### src/rtl/aes128_round_key_generator_if.sv
// rtl/aes128_round_key_generator_if.sv - start/key request and round-key handshake bundle
interface aes128_round_key_generator_if;
  logic [127:0] i_key;
  logic         i_start;
  logic         i_ready;
  logic [127:0] o_round_key;
  logic [3:0]   o_round_index;
  logic         o_valid;
  logic         o_busy;
  logic         o_done;

  modport master (
    output i_key, i_start, i_ready,
    input  o_round_key, o_round_index, o_valid, o_busy, o_done
  );

  modport slave (
    input  i_key, i_start, i_ready,
    output o_round_key, o_round_index, o_valid, o_busy, o_done
  );
endinterface

### src/rtl/aes128_round_key_generator.sv
// rtl/aes128_round_key_generator.sv - iterative AES-128 key expansion, one round key per handshake
// Optional macro AES_KEYGEN_SBOX_PIPE_EN registers the SubWord result (adds a SUBW cycle per round).
module aes_sbox (
  input  logic [7:0] byte_val,
  output logic [7:0] sub_val
);
  function automatic logic [7:0] gf_mul(input logic [7:0] a, input logic [7:0] b);
    logic [7:0] p;
    logic [7:0] x;
    p = 8'h00;
    x = a;
    for (int i = 0; i < 8; i++) begin
      if (b[i]) p = p ^ x;
      x = {x[6:0], 1'b0} ^ (x[7] ? 8'h1b : 8'h00);
    end
    return p;
  endfunction

  // Multiplicative inverse as a^254; maps 0 to 0 as the S-box requires.
  function automatic logic [7:0] gf_inv(input logic [7:0] a);
    logic [7:0] p;
    logic [7:0] r;
    p = a;
    r = 8'h01;
    for (int i = 1; i < 8; i++) begin
      p = gf_mul(p, p);
      r = gf_mul(r, p);
    end
    return r;
  endfunction

  logic [7:0] inv;

  assign inv     = gf_inv(byte_val);
  assign sub_val = inv ^ {inv[6:0], inv[7]} ^ {inv[5:0], inv[7:6]}
                 ^ {inv[4:0], inv[7:5]} ^ {inv[3:0], inv[7:4]} ^ 8'h63;
endmodule

module aes128_round_key_generator #(
  parameter int NB_BYTE  = 8,
  parameter int N_BYTES  = 16,
  parameter int N_ROUNDS = 10
) (
  input logic                          i_clock,
  input logic                          i_reset,
  aes128_round_key_generator_if.slave  bus
);
  localparam int KEY_W = NB_BYTE * N_BYTES;

  if (NB_BYTE != 8 || N_BYTES != 16 || N_ROUNDS != 10) begin : g_bad_cfg
    $error("aes128_round_key_generator: only NB_BYTE=8, N_BYTES=16, N_ROUNDS=10 supported");
  end

`ifdef AES_KEYGEN_SBOX_PIPE_EN
  typedef enum logic [1:0] {IDLE = 2'd0, EMIT = 2'd1, SUBW = 2'd2, DONE = 2'd3} state_t;
  logic [31:0] sub_q;
  logic        capture_sub;
`else
  typedef enum logic [1:0] {IDLE = 2'd0, EMIT = 2'd1, DONE = 2'd3} state_t;
`endif

  state_t           state;
  state_t           state_nxt;
  logic [KEY_W-1:0] key_q;
  logic [KEY_W-1:0] key_nxt;
  logic [3:0]       index_q;
  logic [7:0]       rcon_q;
  logic             load_key;
  logic             step_key;
  logic             last_round;
  logic [31:0]      rot_word;
  logic [31:0]      sub_word;
  logic [31:0]      sub_use;
  logic [31:0]      temp;
  logic [31:0]      w0n, w1n, w2n, w3n;

  assign last_round = (index_q == 4'(N_ROUNDS));
  assign rot_word   = {key_q[23:0], key_q[31:24]};

  for (genvar g = 0; g < 4; g++) begin : g_sbox
    aes_sbox u_sbox (
      .byte_val (rot_word[8*g +: 8]),
      .sub_val  (sub_word[8*g +: 8])
    );
  end

`ifdef AES_KEYGEN_SBOX_PIPE_EN
  always_ff @(posedge i_clock or negedge i_reset) begin
    if (!i_reset)         sub_q <= '0;
    else if (capture_sub) sub_q <= sub_word;
  end
  assign sub_use = sub_q;
`else
  assign sub_use = sub_word;
`endif

  assign temp    = sub_use ^ {rcon_q, 24'h000000};
  assign w0n     = key_q[127:96] ^ temp;
  assign w1n     = key_q[95:64] ^ w0n;
  assign w2n     = key_q[63:32] ^ w1n;
  assign w3n     = key_q[31:0] ^ w2n;
  assign key_nxt = {w0n, w1n, w2n, w3n};

  always_ff @(posedge i_clock or negedge i_reset) begin
    if (!i_reset) state <= IDLE;
    else          state <= state_nxt;
  end

  always_comb begin
    state_nxt = state;
    load_key  = 1'b0;
    step_key  = 1'b0;
`ifdef AES_KEYGEN_SBOX_PIPE_EN
    capture_sub = 1'b0;
`endif
    case (state)
      IDLE: begin
        if (bus.i_start) begin
          load_key  = 1'b1;
          state_nxt = EMIT;
        end
      end
      EMIT: begin
        if (bus.i_ready) begin
          if (last_round) begin
            state_nxt = DONE;
          end else begin
`ifdef AES_KEYGEN_SBOX_PIPE_EN
            capture_sub = 1'b1;
            state_nxt   = SUBW;
`else
            step_key    = 1'b1;
`endif
          end
        end
      end
`ifdef AES_KEYGEN_SBOX_PIPE_EN
      SUBW: begin
        step_key  = 1'b1;
        state_nxt = EMIT;
      end
`endif
      DONE:    state_nxt = IDLE;
      default: state_nxt = IDLE;
    endcase
  end

  always_ff @(posedge i_clock or negedge i_reset) begin
    if (!i_reset) begin
      key_q   <= '0;
      index_q <= 4'd0;
      rcon_q  <= 8'h01;
    end else if (load_key) begin
      key_q   <= bus.i_key;
      index_q <= 4'd0;
      rcon_q  <= 8'h01;
    end else if (step_key) begin
      key_q   <= key_nxt;
      index_q <= index_q + 4'd1;
      rcon_q  <= {rcon_q[6:0], 1'b0} ^ (rcon_q[7] ? 8'h1b : 8'h00);
    end
  end

  // Outputs come straight from registers, so async reset clears them immediately.
  assign bus.o_round_key   = key_q;
  assign bus.o_round_index = index_q;
  assign bus.o_valid       = (state == EMIT);
  assign bus.o_busy        = (state != IDLE);
  assign bus.o_done        = (state == DONE);
endmodule

### src/flat_wrapper.sv
// flat-port wrapper written by rule: the top's interface ports become plain ports
module aes128_round_key_generator_flat 
#(
  parameter int NB_BYTE  = 8,
  parameter int N_BYTES  = 16,
  parameter int N_ROUNDS = 10
)
  (i_clock, i_reset, bus_i_key, bus_i_start, bus_i_ready, bus_o_round_key, bus_o_round_index, bus_o_valid, bus_o_busy, bus_o_done);
  aes128_round_key_generator_if bus_i ();
  input logic i_clock;
  input logic i_reset;
  input wire logic [$bits(bus_i.i_key)-1:0] bus_i_key;
  input wire logic [$bits(bus_i.i_start)-1:0] bus_i_start;
  input wire logic [$bits(bus_i.i_ready)-1:0] bus_i_ready;
  output wire logic [$bits(bus_i.o_round_key)-1:0] bus_o_round_key;
  output wire logic [$bits(bus_i.o_round_index)-1:0] bus_o_round_index;
  output wire logic [$bits(bus_i.o_valid)-1:0] bus_o_valid;
  output wire logic [$bits(bus_i.o_busy)-1:0] bus_o_busy;
  output wire logic [$bits(bus_i.o_done)-1:0] bus_o_done;
  assign bus_i.i_key = bus_i_key;
  assign bus_i.i_start = bus_i_start;
  assign bus_i.i_ready = bus_i_ready;
  assign bus_o_round_key = bus_i.o_round_key;
  assign bus_o_round_index = bus_i.o_round_index;
  assign bus_o_valid = bus_i.o_valid;
  assign bus_o_busy = bus_i.o_busy;
  assign bus_o_done = bus_i.o_done;
  aes128_round_key_generator #(.NB_BYTE(NB_BYTE), .N_BYTES(N_BYTES), .N_ROUNDS(N_ROUNDS)) u_core (.i_clock(i_clock), .i_reset(i_reset), .bus(bus_i));
endmodule
### config.mk
export PLATFORM = sky130hd
export DESIGN_NAME = aes128_round_key_generator_flat
export DESIGN_NICKNAME = d
export VERILOG_FILES = /design/src/rtl/aes128_round_key_generator_if.sv /design/src/rtl/aes128_round_key_generator.sv /design/src/flat_wrapper.sv
export SDC_FILE = /design/constraint.sdc
export NUM_CORES = 2
export LEC_CHECK = 0
export ABC_AREA = 0
export CAP_MARGIN = 5
export CORE_ASPECT_RATIO = 0.5
export CORE_MARGIN = 2
export CORE_UTILIZATION = 50
export DETAILED_ROUTE_END_ITERATION = 10
export GPL_ROUTABILITY_DRIVEN = 0
export PLACE_DENSITY = 0.78
export SYNTH_ARGS = -nofsm -noshare
export SYNTH_HDL_FRONTEND = slang
export SYNTH_SLANG_ARGS = --single-unit
### constraint.sdc
create_clock -name i_clock -period 28.1 [get_ports i_clock]
set_clock_uncertainty 0.1 [all_clocks]
set_input_delay 4.215 -clock i_clock [delete_from_list [all_inputs] [get_ports i_clock]]
set_output_delay 4.215 -clock i_clock [all_outputs]
set_load 0.1 [all_outputs]
Fig. 1: local utilization
26 x 13 tiles, from white (low) to dark blue (high), 0 to 100% covered.
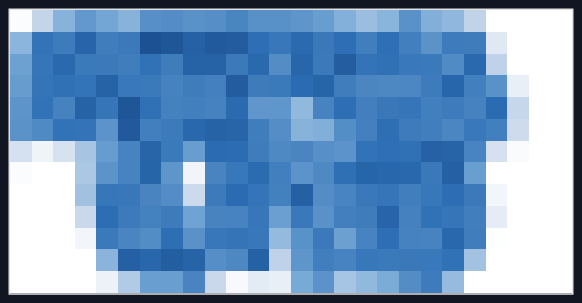
fullest tile	86%
nearly empty tiles	18%
mean over tiles	51%
tiles over 75% full	15%

Fig. 2: routed metal, one color a layer
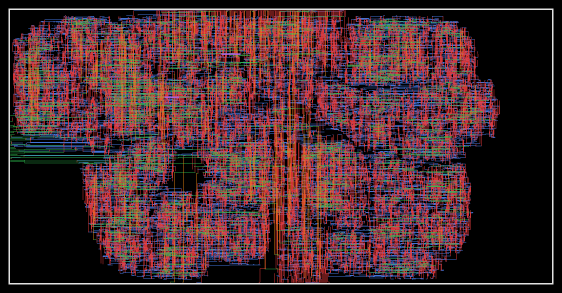
layer	color	wire length
met4	orange	8070 microns
met1	blue	82.1 mm
met5	purple	28.5 microns
met2	red	92.4 mm
met3	green	18100 microns
wirelength, routed: 200.7 mm
aggregate global-route resource usage: 28.89%
total vias in the final route: 62495
Wirelength per Cell: 19.75 microns

==> notes.md <==
Status on the layout run. The run finished with clean final reports. Looking at the cell usage after synthesis, the top flip-flop cell is sky130_fd_sc_hd__dfrtp_1. The cell type that accounts for the most area after synthesis is sky130_fd_sc_hd__xnor2_1. The timing report gives the biggest stage delay along the critical path as 0.92 ns. Number of antenna violations at the first check in global routing landed at 8. Number of instances in the placed design landed at 10123. Once placement finished, the instance area stood at 68740 sq um. On the critical path, the stage with the largest delay is an instance of sky130_fd_sc_hd__dfrtp_1. Register-to-register setup slack landed at 8.56 ns. Share of async-settable or async-resettable flops after synthesis landed at 100.0%.

Max-capacitance violation count landed at 0. Final net count landed at 8604. The final report gives the core utilization as 54.74%. Clock tree synthesis selected as its root buffer the cell sky130_fd_sc_hd__clkbuf_16. X dimension of the die landed at 511.2 microns. In the finished design, the share of the clock period the worst path needs comes to 69.53%. Number of storage elements in the synthesis netlist landed at 142. Maximum fanout along the worst path landed at 27.

CTS added clock buffers totalling 17. Per the post-synthesis report, the number of cells in the design is 8520. Before antenna repair, the detailed router went through 8 iterations.

Remaining design rule violation count landed at 0. When the netlist entered floorplanning its net count stood at 8673. For the pin with the worst max-slew slack, the measured transition is 1.282 ns. In the CTS report, the clock slew at the register clock pins of the worst setup and hold paths is listed as 0.08 ns. For this design, the CTS-stage hold fixing added 0 buffers. The timing report attributes the biggest portion of critical-path delay to XOR/XNOR gates. Input and output buffers added on the ports amount to 266. Summing over the stages, the warning tally comes to 27.

According to the timing report, the critical path is launched from u_core.bus.o_round_key[31]. Per the detail_route report, vias per standard cell equal 6.150. The die covers 131700 sq um. Yosys reports that the leading cell type by area covers 22.73% of the netlist area. The H-tree generated during clock tree synthesis spans 4 levels. Data arrives at the worst endpoint at 19.82 ns. After layout, the worst setup slack is 8.562 ns. For this run the top cell type by instance count after synthesis was sky130_fd_sc_hd__xnor2_1. Worst max-slew margin expressed relative to the limit landed at 14.29%. Fraction of layout cells with a size suffix above 1 landed at 7.077%. Fmax landed at 51.18 MHz. Worst-case hold slack landed at 0.3928 ns.
Fig. 3: signal wires on met2
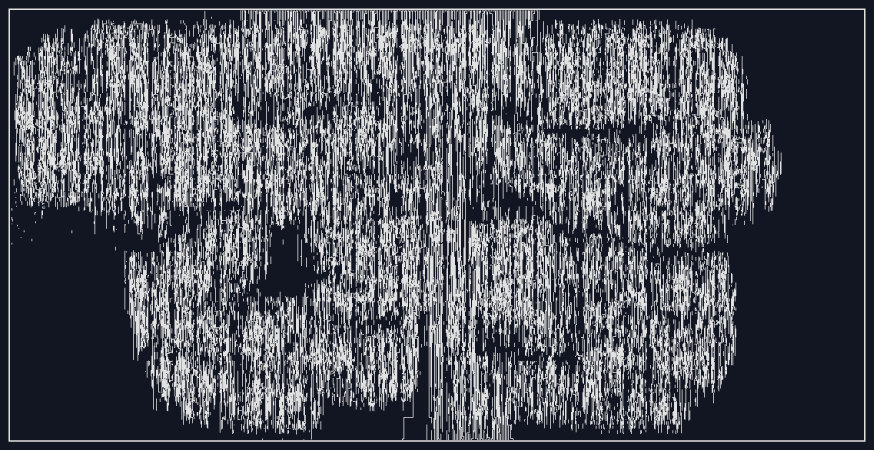
longest straight run	101 microns
wire length on this layer	92.4 mm
share of all routed wire	46%
nets with wire on the layer	6945
main direction	vertical

==> metal layers <==
| layer | global-route usage (%) | vias to the layer above | wire, microns |
|---|---|---|---|
| li1 | - | 29410 | - |
| met5 | 0 | - | 28 |
| met2 | 46.78 | 3204 | 92380 |
| met3 | 3.585 | 442 | 18110 |
| met4 | 11.55 | 4 | 8071 |
| met1 | 39.15 | 29435 | 82140 |
==> cell type report <==
type	count	area, sq um
Antenna cell	6	15.01
Clock buffer	17	425.4
Clock inverter	15	187.7
Fill cell	11560	57360
Inverter	105	394.1
Multi-Input combinational cell	7692	58320
Sequential cell	142	3555
Tap cell	1692	2117
Timing Repair Buffer	493	4360
==> logic make-up (layout without fill, tap and decap cells) <==
logic type	after synthesis	after routing	synth area share (%)
AOI/OAI and AO/OA	1859	1859	18.98
xor gates and xnor gates	2644	2644	46.83
adders and majority gates	29	29	0.5332
buffers and inverters	686	630	4.472
DFF	142	142	5.528
muxes	239	239	3.880
other	0	6	0
and+or+nand+nor	2921	2921	19.78
==> state kept, by name, indices dropped and copies added, names as in the netlist <==
name and flops:
u_core.bus.o_round_index 4, u_core.bus.o_round_key 128, u_core.rcon_q 8, u_core.state 2
==> worst max-delay path by stage <==
stage / to / slack (ns) / depth (start not counted)
6_report: u_core.bus.o_round_key[39] / 8.56 / 51
5_1_grt: u_core.bus.o_round_key[39] / 7.28 / 53
4_1_cts: u_core.bus.o_round_key[39] / 8.84 / 53
3_5_place_dp: u_core.bus.o_round_key[39] / 8.96 / 53
3_3_place_gp: u_core.bus.o_round_key[39] / 9.08 / 51
2_1_floorplan: u_core.bus.o_round_key[94] / 11.79 / 61
